**Run 1: supply network**

The bar under the picture is 20 um long. Pins as bars on the die edge.
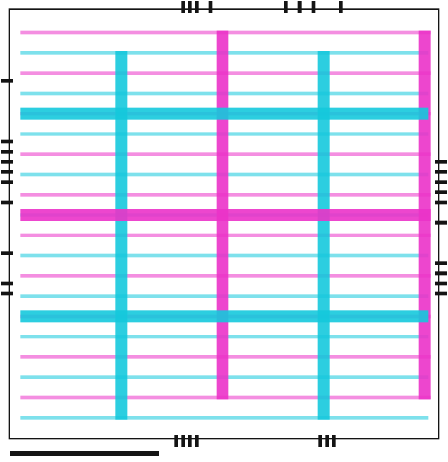
**Run 1: cells coloured by class**

The bar under the picture is 20 um long.
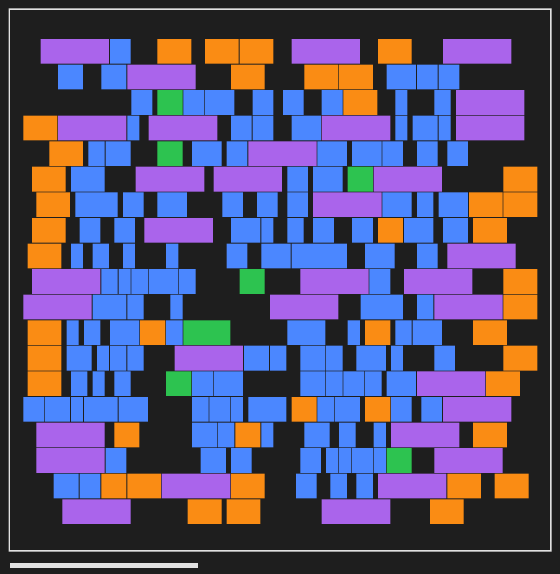
**Run 1: clock wires, drivers and flops**

The bar under the picture is 20 um long.
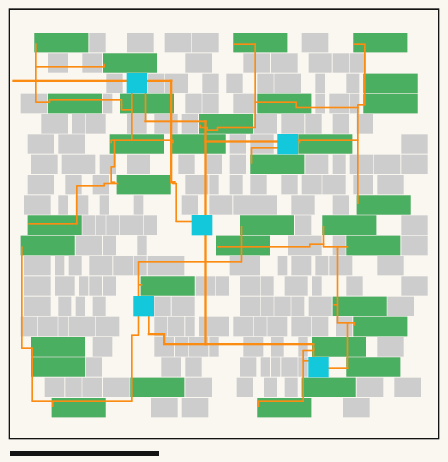
==> config.mk <==
export PLATFORM = sky130hd
export DESIGN_NAME = phase_decoder
export DESIGN_NICKNAME = d
export VERILOG_FILES = /design/src/rtl/phase_decoder.sv
export SDC_FILE = /design/constraint.sdc
export NUM_CORES = 1
export LEC_CHECK = 0
export CAP_MARGIN = 20
export CORE_UTILIZATION = 50
export CTS_BUF_LIST = sky130_fd_sc_hd__clkbuf_4 sky130_fd_sc_hd__clkbuf_8
export DETAILED_ROUTE_END_ITERATION = 8
export PLACE_DENSITY = 0.77
export SYNTH_ARGS = -nofsm -noshare
export SYNTH_HDL_FRONTEND = slang
export SYNTH_SLANG_ARGS = --single-unit
export TNS_END_PERCENT = 100
==> constraint.sdc <==
create_clock -name clk -period 2 [get_ports clk]
set_input_delay 0.3 -clock clk [delete_from_list [all_inputs] [get_ports clk]]
set_output_delay 0.3 -clock clk [all_outputs]
set_load 0.02 [all_outputs]
==> impl_metrics.py, run 1 <==
# Flow results
metrics = {
    "synth": {
        "ys_async_sr_fraction_pct": 0,
        "netlist_instances": 170,
        "fp_nets": 177,
        "edf_count": 0,
        "syn-cell-area_mm2": 0.00154,
        "synth_flops": 33,
        "synth_seq_share_pct": 43.0,
        "yosys-stat-area_mm2": 0.00154,
        "syn_area_per_cell_um2": 9.04,
        "synthTopCellsByArea": "dfxtp_1, xnor2_1, and2_1, nor2_1, a21oi_1",
    },
    "clocking": {
        "postCtsHoldBufs": 0,
        "cts_tree": "done",
        "clock-sinks": 33,
        "clock-root-buffer": "clkbuf_4",
        "postCtsSetupBuffers": 0,
        "clk_path_buf_depth": 2,
        "clk_pin_slew_worst_paths_ns": 0.10,
        "post_cts_resized": 0,
    },
    "flow_run": {
        "timing.max_cap.violations": 0,
        "openroad.warnings": 26,
    },
    "final_layout": {
        "n_antenna_cell": 0,
        "fin_cells": 245,
        "largest_reg_flops": 16,
        "syn_to_final_growth_pct": 30.9,
        "num-nets-final": 221,
        "num-fill-cells": 240,
        "lay_top_count": "clkdlybuf4s50_1",
        "mi_logic_area_um2": 848,
    },
    "placement": {
        "io_buffers": 34,
        "dp_cells": 238,
        "dpl_cell_area_mm2": 0.00195,
    },
    "detailed_routing": {
        "totalWireLength_um": 3410,
        "route.detailed.drc": 2,
        "wire_per_inst_um": 13.9,
        "viasPerCell": 5.64,
    },
    "run_status": {
        "status": "complete, but fails checks",
        "violations": "DRC",
    },
    "final_timing": {
        "finalHoldViolCount": 0,
        "worstMarginPinSlew_ns": 0.554,
        "rsz0062_at_grt": "no",
        "holdWs_ns": 0.536,
        "slew_headroom_pct": 63.1,
        "max_freq_mhz": 553,
        "slew_viol_final": 0,
    },
    "min_path": {
        "hp-class": "flip-flop to flip-flop",
    },
    "setup_path": {
        "crit_required_ns": 2.24,
        "start_kind": "input port",
        "path_cells": "clkdlybuf4s50_1, or3_4, nor3_4, nand4_1, xnor2_1, and2_1",
        "path_max_fanout": 7,
        "crit_type": "input port to flip-flop",
        "reg2reg_depth": 5,
        "r2r_setup_slack_ns": 0.26,
        "cp-end-kind": "flip-flop",
    },
    "floorplanning": {
        "fp_util_pct": 54.3,
    },
    "global_route": {
        "grt.total_usage_pct": 22.0,
        "gr-total-overflow": 0,
        "antenna_found_initial": 0,
    },
    "pwr": {
        "power_mw": 1.12,
    },
}
Back to the opening pictures, 'supply network':
VDD -> magenta
VSS -> cyan
met5 straps = 3
met1 rails = 20
Die Ht: 57.4 um
core area: 0.00283 mm2
Worst VDD drop: 0.310 mV

Back to the opening pictures, 'cells coloured by class':
flops -> purple  # cells 33
clock drivers and dummy loads -> green  # cells 7
combinational and other logic -> blue  # cells 132
other buffers and delay cells -> orange  # cells 42
design area: 0.00201 mm2
final core occ: 71.1%
Core Rows: 19

Back to the opening pictures, 'clock wires, drivers and flops':
flip-flops -> green  # count 33
clock wires -> orange  # length 416 um
clock drivers -> cyan  # count 5
flops lie = all over the die
routed clock nets = 6
clk_lat worst skew: 0.33 ns
clock group total power: 395 uW

-- run 1: power breakdown --
part           internal (mW)  total, mW  switching [mW]
logic                 0.0318     0.0637          0.0319
registers              0.661      0.664         0.00382
clock network          0.179      0.395           0.216
-- run 1: through the flow --
step,utilization [%],setup TNS [ns]
floorplan,-,0
global placement,69.0,-0.574
detailed placement,69.0,-1.62
CTS,71.1,0
global route,71.1,0
finish,71.1,0
-- run 1: cell usage after synthesis (all sizes together) (4+ instances only) --
cell type,number
dfxtp,33
and2,15
nor2,13
xnor2,12
a21oi,9
nand2,9
o21ai,9
nand3,7
nand4,6
nor2b,6
and3,5
nand2b,4
nand3b,4
nor3,4
-- run 1: layout make-up --
class                   instances  area share, %
flip-flops and latches         33           32.9
well taps                      31           1.93
multi-input cells             131           42.2
repair buffers                 42           19.9
clock buffers                   7           2.92
inverters                       1          0.187
-- run 1: critical path: cells and delay by family --
kind          cells  cell delay (ns)
simple gates      4             1.10
buf+inv           1             0.49
xor+xnor          1             0.15
-- run 1: routing by layer --
| layer | wire length [um] | track usage [%] | part of all wire, % |
|---|---|---|---|
| met5 | 0 | 0 | 0 |
| met4 | 69 | 9.41 | 2.0 |
| met3 | 157 | 6.35 | 4.6 |
| met2 | 1670 | 36.9 | 49 |
| met1 | 1510 | 26.3 | 44 |
-- run 1: logic make-up (layout without fill, tap and decap cells) --
logic type / count (synthesis) / in the layout / share of synthesized area (%)
adder cells (fa/ha/maj): 2 / 2 / 1.63
flip-flops: 33 / 33 / 43.0
XOR/XNOR: 15 / 15 / 8.55
AND-OR/OR-AND: 30 / 30 / 12.3
AND/OR/NAND/NOR: 83 / 83 / 32.1
multiplexers: 1 / 1 / 0.651
buffers and inverters: 6 / 50 / 1.79
**Run 1: routing congestion**

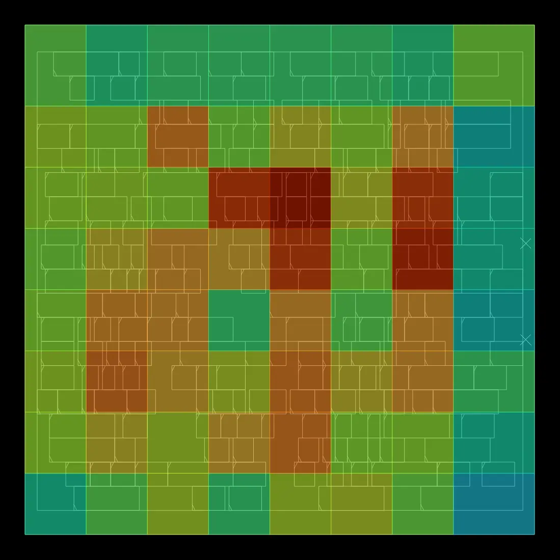

==> run 2, diff against run 1 <==
--- a/config.mk
+++ b/config.mk
@@ -10,6 +10,7 @@
 export CTS_BUF_LIST = sky130_fd_sc_hd__clkbuf_4 sky130_fd_sc_hd__clkbuf_8
 export DETAILED_ROUTE_END_ITERATION = 8
 export PLACE_DENSITY = 0.77
+export RECOVER_POWER = 100
 export SYNTH_ARGS = -nofsm -noshare
 export SYNTH_HDL_FRONTEND = slang
 export SYNTH_SLANG_ARGS = --single-unit
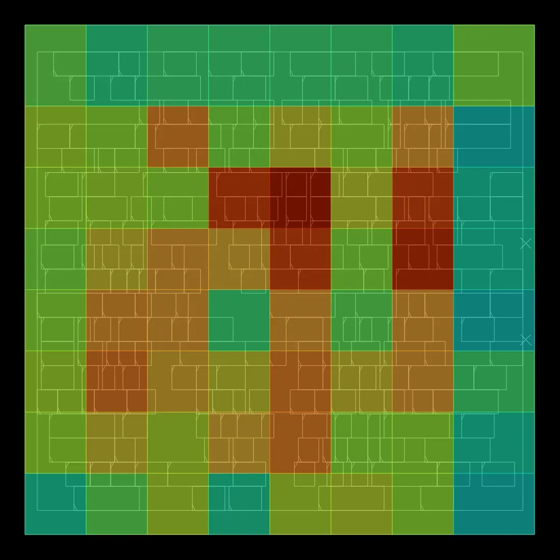
**Above:** run 2 (routing congestion).
busiest layer in global routing: met2
Total GRT Usage: 22.0%
met3 usage: 6.35%
GR Util met2: 36.9%
final core occ: 70.8%

==> run 2 against run 1 <==
  * Setup slack lost 0.084 ns
  * Largest cell class unchanged
  * The flow still finishes with violations (DRC)
  * Combinational power shrank 3.8%
  * Critical path depth is the same
  * Count of clock-buffer cells in the layout is the same
  * Clock power shrank 1%
==> impl_metrics.py, run 2 <==
# Flow results
metrics = {
    "final_timing": {
        "worstMarginPinSlew_ns": 0.550,
        "rsz0062_at_grt": "no",
        "slew_headroom_pct": 63.3,
        "holdWs_ns": 0.542,
    },
    "synth": {
        "synthTopCellsByArea": "dfxtp_1, xnor2_1, and2_1, nor2_1, a21oi_1",
        "netlist_instances": 170,
        "fp_nets": 177,
        "synth_top_cell_by_count": "dfxtp_1",
        "yosys-stat-area_mm2": 0.00154,
        "ys_async_sr_fraction_pct": 0,
        "synth_seq_share_pct": 43.0,
        "syn_area_per_cell_um2": 9.04,
        "edf_count": 0,
    },
    "flow_run": {
        "timing.max_cap.violations": 0,
        "openroad.warnings": 26,
    },
    "setup_path": {
        "path_depth": 6,
        "start_kind": "input port",
        "crit_type": "input port to flip-flop",
        "crit_buf_inv": 1,
        "crit_required_ns": 2.23,
        "path_max_fanout": 7,
        "crit_family": "simple AND/OR/NAND/NOR gates",
        "path_cells": "clkdlybuf4s50_1, or3_1, nor3_4, nand4_1, xnor2_1, and2_0",
    },
    "clocking": {
        "insertion_delay_ns": 0.33,
        "postCtsSetupBuffers": 0,
        "clk_pin_slew_worst_paths_ns": 0.09,
        "postCtsHoldBufs": 0,
        "clk_path_buf_depth": 2,
        "clock-sinks": 33,
        "post_cts_resized": 0,
    },
    "floorplanning": {
        "core_mm2": 0.00283,
        "rows": 19,
        "fp_util_pct": 54.3,
        "die_y_um": 57.4,
    },
    "global_route": {
        "gr-total-overflow": 0,
        "antenna_found_initial": 0,
    },
    "pwr": {
        "intPower_uw": 869,
        "irDropWorstVdd_mv": 0.309,
        "power_mw": 1.12,
        "pwr-share-comb_pct": 5.5,
        "p_seq_share_pct": 59.5,
        "swShare_pct": 22.2,
    },
    "final_layout": {
        "largest_reg_flops": 16,
        "n_antenna_cell": 0,
        "lay_top_count": "dfxtp_1",
        "finalInstanceArea_mm2": 0.00200,
        "mi_logic_area_um2": 843,
        "syn_to_final_growth_pct": 30.3,
        "fin_cells": 245,
    },
    "run_status": {
        "violations": "DRC",
        "status": "complete, but fails checks",
    },
    "detailed_routing": {
        "dr_total_vias": 1368,
        "totalWireLength_um": 3390,
        "viasPerCell": 5.58,
        "wire_per_inst_um": 13.8,
        "route.detailed.drc": 2,
    },
    "placement": {
        "dp_cells": 238,
        "dpl_cell_area_mm2": 0.00195,
        "io_buffers": 34,
    },
}
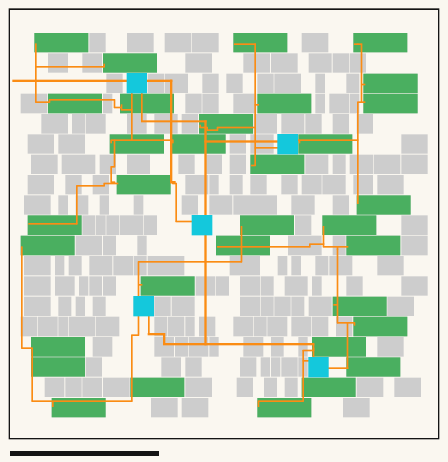
**Above:** run 2 (clock wires, drivers and flops).
The bar under the picture is 20 um long.
clock wires -> orange  # length 406 um
flip-flops -> green  # count 33
clock drivers -> cyan  # count 5
routed clock nets = 6
flops lie = all over the die
clock power share: 35.0%
clock group total power: 391 uW
clock skew: 0.00576 ns

run 2: cell counts after synthesis:
Identical to the previous run, type by type.
run 2: area by class of cell:
class | count | area share (%)
multi-input cells | 131 | 42.1
flip-flops and latches | 33 | 33.0
repair buffers | 42 | 19.8
clock buffers | 7 | 2.94
well taps | 31 | 1.94
inverters | 1 | 0.188
run 2: cell families (layout without fill, tap and decap cells):
family,after synthesis,count (layout),synth area share (%)
adder cells (fa/ha/maj),2,2,1.63
AND-OR/OR-AND,30,30,12.3
multiplexers,1,1,0.651
AND/OR/NAND/NOR,83,83,32.1
XOR/XNOR,15,15,8.55
buffers and inverters,6,50,1.79
flip-flops,33,33,43.0
run 2: metrics by stage:
stage                     setup WS [ns]  util, %
after floorplan                   0.339        -
after global placement          -0.0866     69.0
after detailed placement         -0.182     69.0
after CTS                         0.199     71.1
after global routing             0.0493     70.8
final                             0.108     70.8
run 2: tightest hold or removal path: cells and delay by family (launching register included):
kind	cells	cell delay (ns)
compound gates	2	0.16
flops	1	0.34
run 2: power by group through the flow:
stage | Clock (mW) | Combinational [mW] | Sequential, mW
after floorplan | 0 | 0.0296 | 0.681
after global placement | 0 | 0.0629 | 0.679
after detailed placement | 0 | 0.0639 | 0.680
after CTS | 0.409 | 0.0639 | 0.664
after global routing | 0.431 | 0.0674 | 0.665
final | 0.391 | 0.0613 | 0.664
run 2: per-layer routing:
metal	up-vias	part of all wire [%]	wire length, um	global-route usage [%]
met4	0	2.0	69	9.41
met2	38	49	1670	36.9
met3	10	4.7	159	6.35
met5	-	0	0	0
met1	630	44	1500	26.3
li1	690	-	-	-
Power and IR drop assume default switching activity.
